==> images/gates.png <==
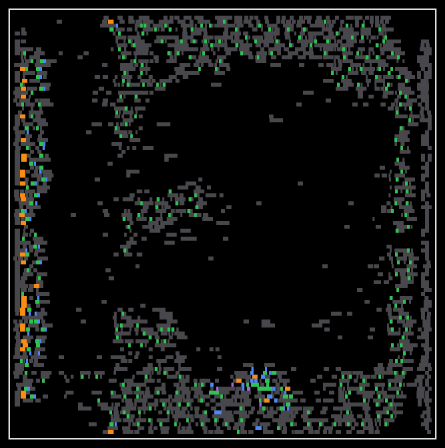
==> images/ff_map.png <==
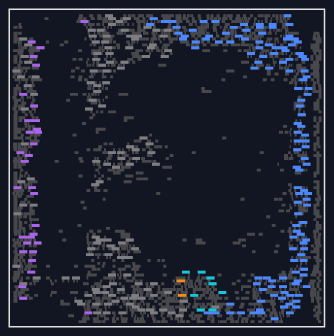
==> images/floorplan.png <==
Pins as bars on the die edge.
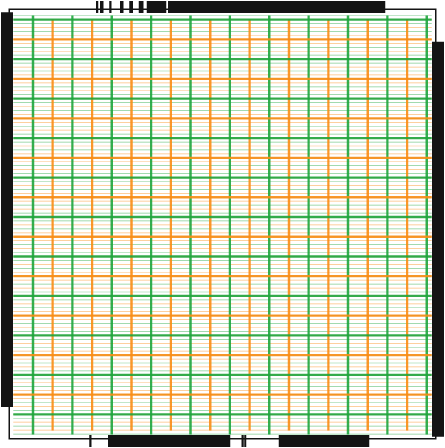
==> images/clock_nets.png <==
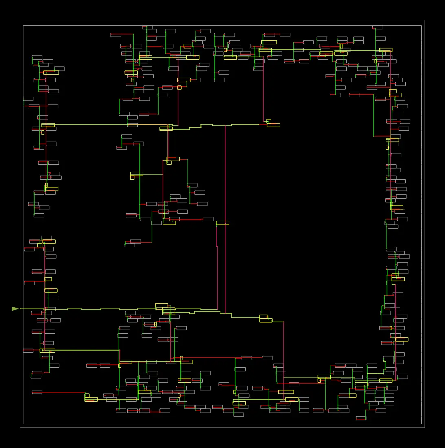
### src/rtl/mem_arb_pkg.sv
// Shared encodings for the memory-port arbiter: FSM state codes and requester IDs.
package mem_arb_pkg;

   localparam logic [1:0] S_IDLE  = 2'd0;
   localparam logic [1:0] S_ISSUE = 2'd1;
   localparam logic [1:0] S_WAIT  = 2'd2;
   localparam logic [1:0] S_RESP  = 2'd3;

   localparam logic REQ_IC = 1'b0;
   localparam logic REQ_DC = 1'b1;

endpackage

### src/rtl/mem_arb_pick.sv
// Two-way request picker: a lone requester wins outright, a tie goes to whoever did not win last.
module mem_arb_pick
   import mem_arb_pkg::*;
(
   input  logic ic_req,
   input  logic dc_req,
   input  logic last_grant,
   output logic grant_valid,
   output logic grant_id
);

   always_comb begin
      grant_valid = ic_req | dc_req;
      grant_id    = REQ_IC;
      if (ic_req && dc_req) begin
         grant_id = (last_grant == REQ_IC) ? REQ_DC : REQ_IC;
      end else if (dc_req) begin
         grant_id = REQ_DC;
      end
   end

endmodule

### src/rtl/mem_arbiter.sv
// Shares the main-memory port between icache refill and dcache refill/writeback,
// one line transaction at a time, with alternating priority on ties.
module mem_arbiter
   import mem_arb_pkg::*;
#(
   parameter int ADDR_W  = 32,
   parameter int LINE_W  = 128,
   parameter int TIMEOUT = 255
) (
   input  logic              clk,
   input  logic              reset,
   input  logic              ic_req,
   input  logic [ADDR_W-1:0] ic_addr,
   output logic              ic_ready,
   output logic [LINE_W-1:0] ic_rdata,
   input  logic              dc_req,
   input  logic              dc_we,
   input  logic [ADDR_W-1:0] dc_addr,
   input  logic [LINE_W-1:0] dc_wdata,
   output logic              dc_ready,
   output logic [LINE_W-1:0] dc_rdata,
   output logic              mem_valid,
   output logic              mem_we,
   output logic [ADDR_W-1:0] mem_addr,
   output logic [LINE_W-1:0] mem_wdata,
   input  logic              mem_done,
   input  logic [LINE_W-1:0] mem_rdata,
   output logic              busy,
   output logic              err
);

   localparam int CNT_W = (TIMEOUT > 0) ? $clog2(TIMEOUT + 1) : 1;

   logic [1:0]        state_q;
   logic              owner_q;
   logic              last_grant_q;
   logic              we_q;
   logic              err_q;
   logic [ADDR_W-1:0] addr_q;
   logic [LINE_W-1:0] wdata_q;
   logic [LINE_W-1:0] rdata_q;
   logic [CNT_W-1:0]  cnt_q;
   logic              grant_valid;
   logic              grant_id;
   logic              timeout_hit;

   mem_arb_pick u_pick (
      .ic_req      (ic_req),
      .dc_req      (dc_req),
      .last_grant  (last_grant_q),
      .grant_valid (grant_valid),
      .grant_id    (grant_id)
   );

   // Counter holds the number of WAIT cycles already spent without mem_done.
   assign timeout_hit = (TIMEOUT != 0) && (cnt_q == CNT_W'(TIMEOUT));

   always_ff @(posedge clk) begin
      if (reset) begin
         state_q      <= S_IDLE;
         owner_q      <= REQ_IC;
         last_grant_q <= REQ_IC;
         we_q         <= 1'b0;
         err_q        <= 1'b0;
         addr_q       <= '0;
         wdata_q      <= '0;
         rdata_q      <= '0;
         cnt_q        <= '0;
      end else begin
         case (state_q)
            S_IDLE: begin
               if (grant_valid) begin
                  owner_q      <= grant_id;
                  last_grant_q <= grant_id;
                  if (grant_id == REQ_DC) begin
                     addr_q  <= dc_addr;
                     we_q    <= dc_we;
                     wdata_q <= dc_wdata;
                  end else begin
                     addr_q  <= ic_addr;
                     we_q    <= 1'b0;
                     wdata_q <= '0;
                  end
                  state_q <= S_ISSUE;
               end
            end
            S_ISSUE: begin
               cnt_q   <= '0;
               state_q <= S_WAIT;
            end
            S_WAIT: begin
               if (mem_done) begin
                  if (!we_q) begin
                     rdata_q <= mem_rdata;
                  end
                  state_q <= S_RESP;
               end else if (timeout_hit) begin
                  err_q   <= 1'b1;
                  state_q <= S_RESP;
               end else begin
                  cnt_q <= cnt_q + CNT_W'(1);
               end
            end
            S_RESP: begin
               state_q <= S_IDLE;
            end
            default: begin
               state_q <= S_IDLE;
            end
         endcase
      end
   end

   assign busy      = (state_q != S_IDLE);
   assign mem_valid = (state_q == S_ISSUE);
   assign mem_we    = we_q;
   assign mem_addr  = addr_q;
   assign mem_wdata = wdata_q;
   assign ic_ready  = (state_q == S_RESP) && (owner_q == REQ_IC);
   assign dc_ready  = (state_q == S_RESP) && (owner_q == REQ_DC);
   assign ic_rdata  = rdata_q;
   assign dc_rdata  = rdata_q;
   assign err       = err_q;

endmodule

### config.mk
export PLATFORM = sky130hd
export DESIGN_NAME = mem_arbiter
export DESIGN_NICKNAME = d
export VERILOG_FILES = /design/src/rtl/mem_arb_pkg.sv /design/src/rtl/mem_arb_pick.sv /design/src/rtl/mem_arbiter.sv
export SDC_FILE = /design/constraint.sdc
export NUM_CORES = 1
export LEC_CHECK = 0
export CAP_MARGIN = 0
export CORE_AREA = 2 2 291 293
export DETAILED_ROUTE_END_ITERATION = 8
export DIE_AREA = 0 0 293 295
export REMOVE_ABC_BUFFERS = 1
export SYNTH_ARGS = -nofsm -noshare
export SYNTH_HDL_FRONTEND = slang
export SYNTH_HIERARCHICAL = 1
export SYNTH_SLANG_ARGS = --single-unit
### constraint.sdc
create_clock -name clk -period 1.7 [get_ports clk]
set_input_delay 0.34 -clock clk [delete_from_list [all_inputs] [get_ports clk]]
set_output_delay 0.34 -clock clk [all_outputs]
set_load 0.05 [all_outputs]
==> impl_metrics.yaml <==
# implementation run metrics
run_status:
  run_status: "finished with violations"
  failed_checks: "setup timing"
placed_design:
  port_buffers: 747
  place_hpwl_um: 54800
  place.gp.congestion: 0.829
  postPlaceCellArea_mm2: 0.0197
  dp.cells: 3187
  dp_slack_ns: -0.308
clocking:
  cts-root-buf: "clkbuf_16"
  clock.latency.late_pin_ns: 0.55
  clkTransAtPathRegs_ns: 0.06
  htree_levels: 2
  cts.sinks: 301
  cts_setup_buffers: 3
  postCtsHoldBufs: 0
  cts-resized-gates: 19
  clock_path_buffers: 3
  cts_tree: "built"
global_route:
  top_usage_layer: "met2"
  grt_use_met2_pct: 23.0
  overflow: 0
  grt_pass1_vias: 11800
  met1_usage_pct: 15.3
  antenna_found_initial: 65
  grt_max_degree: 63
  grt_pass1_wl_um: 86700
  grtUsageMet3_pct: 6.95
  track_usage_pct: 14.1
timing:
  slew_headroom_pct: 75.9
  max_freq_ghz: 0.564
  hold_violations: 0
  rsz0062_at_grt: "true"
  tightestPinTransition_ns: 0.358
  slew_violations: 0
  finalWorstSetupSlack_ns: -0.0723
  setup_viol: 37
  tns_ns: -0.624
  finalCritPeriodShare_pct: 104
  min_period_ns: 1.77
  whs_ns: 0.157
  fin_skew_ns: 0.0162
detailed_routing:
  initialDrtViolationCount: 582
  wl_met1_um: 24900
  drc_errors: 0
  via_per_inst: 3.90
  drtPass1Iterations: 7
  top_layer_used: "met5"
  wl_met2_um: 30600
  vias: 12800
  drtAntennaViolNets: 0
  routedWlPerCell_um: 20.2
  routed_wl_um: 66100
  route.met3.wl_um: 7210
setup_path:
  r2r_start: "state_q[0]$_SDFFE_PP0P_"
  cp_top_family: "flip-flops"
  path_depth: 4
  critPathKind: "reg -> out"
  end_kind: "output pin"
  slowest_stage: "dfxtp_2"
  crit_chain: "buf_6 -> ha_4 -> and2_4 -> buf_12"
  ff2ff_path_depth: 9
  cp.required_ns: 1.36
  worstSetupEndpoint: "dc_ready"
  crit_start: "state_q[0]$_SDFFE_PP0P_"
  r2r_slack_ns: -0.03
  path_buffers: 2
  slowest_delay_ns: 0.32
  path_max_fanout: 3
  r2r-end: "dc_rdata[9]$_SDFFE_PP0P_"
  worst_setup_path_start_kind: "register"
  cp_data_arrival_time_ns: 1.43
synth:
  numSynthFlops: 301
  yosysSeqAreaShare_pct: 49.3
  mappedNetlistArea_mm2: 0.0122
  synth-warning-count: 6
  synth-main-ff-cell: "dfxtp_1"
  ys_area_mm2: 0.0122
  top_area_share_pct: 49.3
  synth.distinct_cells: 39
  synthCells: 1495
  yosysTopAreaCell: "dfxtp_1"
  async_flop_share_pct: 0
  topCellsByArea: "dfxtp_1, nand2_1, a21oi_1"
  syn_area_per_cell_um2: 8.17
  ys_cells: 1495
  edf_count: 0
power_and_ir_drop:
  powerDensity_mw_per_mm2: 1430
  total_power_mw: 30.4
  p_leak_nw: 8.54
  ir_drop_mv: 0.776
final_layout:
  syn_to_final_growth_pct: 74.0
  drive_gt1_share_pct: 28.9
  nets: 2488
  final_cells: 3277
  fillers: 9043
  design_area_mm2: 0.0212
floorplan:
  fp_util_pct: 14.7
  ios: 748
  std_cell_rows: 106
  chipArea_mm2: 0.0864
flow_run:
  drv_cap: 0
  tool_warnings: 31
hold_path:
  min_path_cells: 2
  hold_end: "cnt_q[2]$_SDFFE_PP0P_"
  holdCritPathClass: "in -> reg"
  min_from: "reset"
-- gates.png (at the start) --
- mux cells: orange (cells 36)
- nor cells: blue (cells 51)
- aoi and oai cells: green (cells 306; where spread over the die)
- inv cells: purple (cells 4; where south)

-- ff_map.png (at the start) --
- cnt_q: cyan (placed flops 8)
- dc_rdata: blue (placed flops 128)
- state_q: orange (placed flops 2)
- mem_addr: purple (placed flops 32; where a vertical strip on the left)
- not coloured: 131
Layout Utilization: 25.6%
FF/Latch Area: 0.00603 mm²
sequential cell area share: 28.4%
Seq power: 8.77 mW

-- floorplan.png (at the start) --
- VSS: green
- VDD: orange
- met1 rails: 107
- met5 straps: 21
- rows: 106
- met4 straps: 21
- signal pins: 748
core footprint: 0.0832 mm²
Die Ht: 295 µm
Die X: 293 µm

-- clock_nets.png (at the start) --
TritonCTS Buffers: 39
Clock Buffer Count: 52
seq_cells: 301

-- cells in the final DEF (no fill, tap or decap), types with 10 or more instances in the layout --
cell,count
mux2i_1,36
clkdlybuf4s50_1,324
nor2_1,40
diode_2,10
nand3_1,130
buf_4,492
clkinv_2,11
buf_12,38
dfxtp_1,298
clkbuf_16,42
a21oi_1,263
nand2_1,393
a211oi_1,33
-- cells in the mapped netlist, types with 2 or more instances --
cell,count
inv_1,4
and2_1,3
buf_2,38
a31oi_1,2
mux2i_1,36
buf_6,12
buf_4,138
nor2_1,41
nor2b_1,6
ha_1,6
buf_1,2
a21oi_1,263
nand2b_1,4
nand3b_1,2
nor3_1,2
a41oi_1,2
a211oi_1,33
nand3_1,130
nand4_1,2
clkbuf_1,56
dfxtp_1,301
nand2_1,395
-- layout make-up --
type | instances | area (µm²) | share of cell area (%)
diodes | 10 | 25.0 | 0.118
well taps | 1080 | 1350 | 6.36
multi-input cells | 945 | 4690 | 22.1
inverters | 4 | 17.5 | 0.0824
clock inverters | 20 | 181 | 0.854
flip-flops and latches | 301 | 6030 | 28.4
clock buffers | 52 | 1100 | 5.16
repair buffers | 865 | 7860 | 37.0
-- kinds of logic after synthesis --
| family | after synthesis | synth area share, % |
|---|---|---|
| buffers and inverters | 250 | 13.1 |
| and+or+nand+nor | 594 | 20.3 |
| AOI/OAI and AO/OA | 308 | 13.8 |
| DFF | 301 | 49.3 |
| muxes | 36 | 2.95 |
| adders and majority gates | 6 | 0.615 |
-- power by group --
part	total, mW	internal [mW]	leakage, nW	switching [mW]
Combinational	13.4	4.82	5.45	8.59
Clock	8.26	4.87	0.633	3.38
Sequential	8.77	8.05	2.45	0.717
Total	30.4	17.7	8.54	12.7
Power and IR drop assume default switching activity.
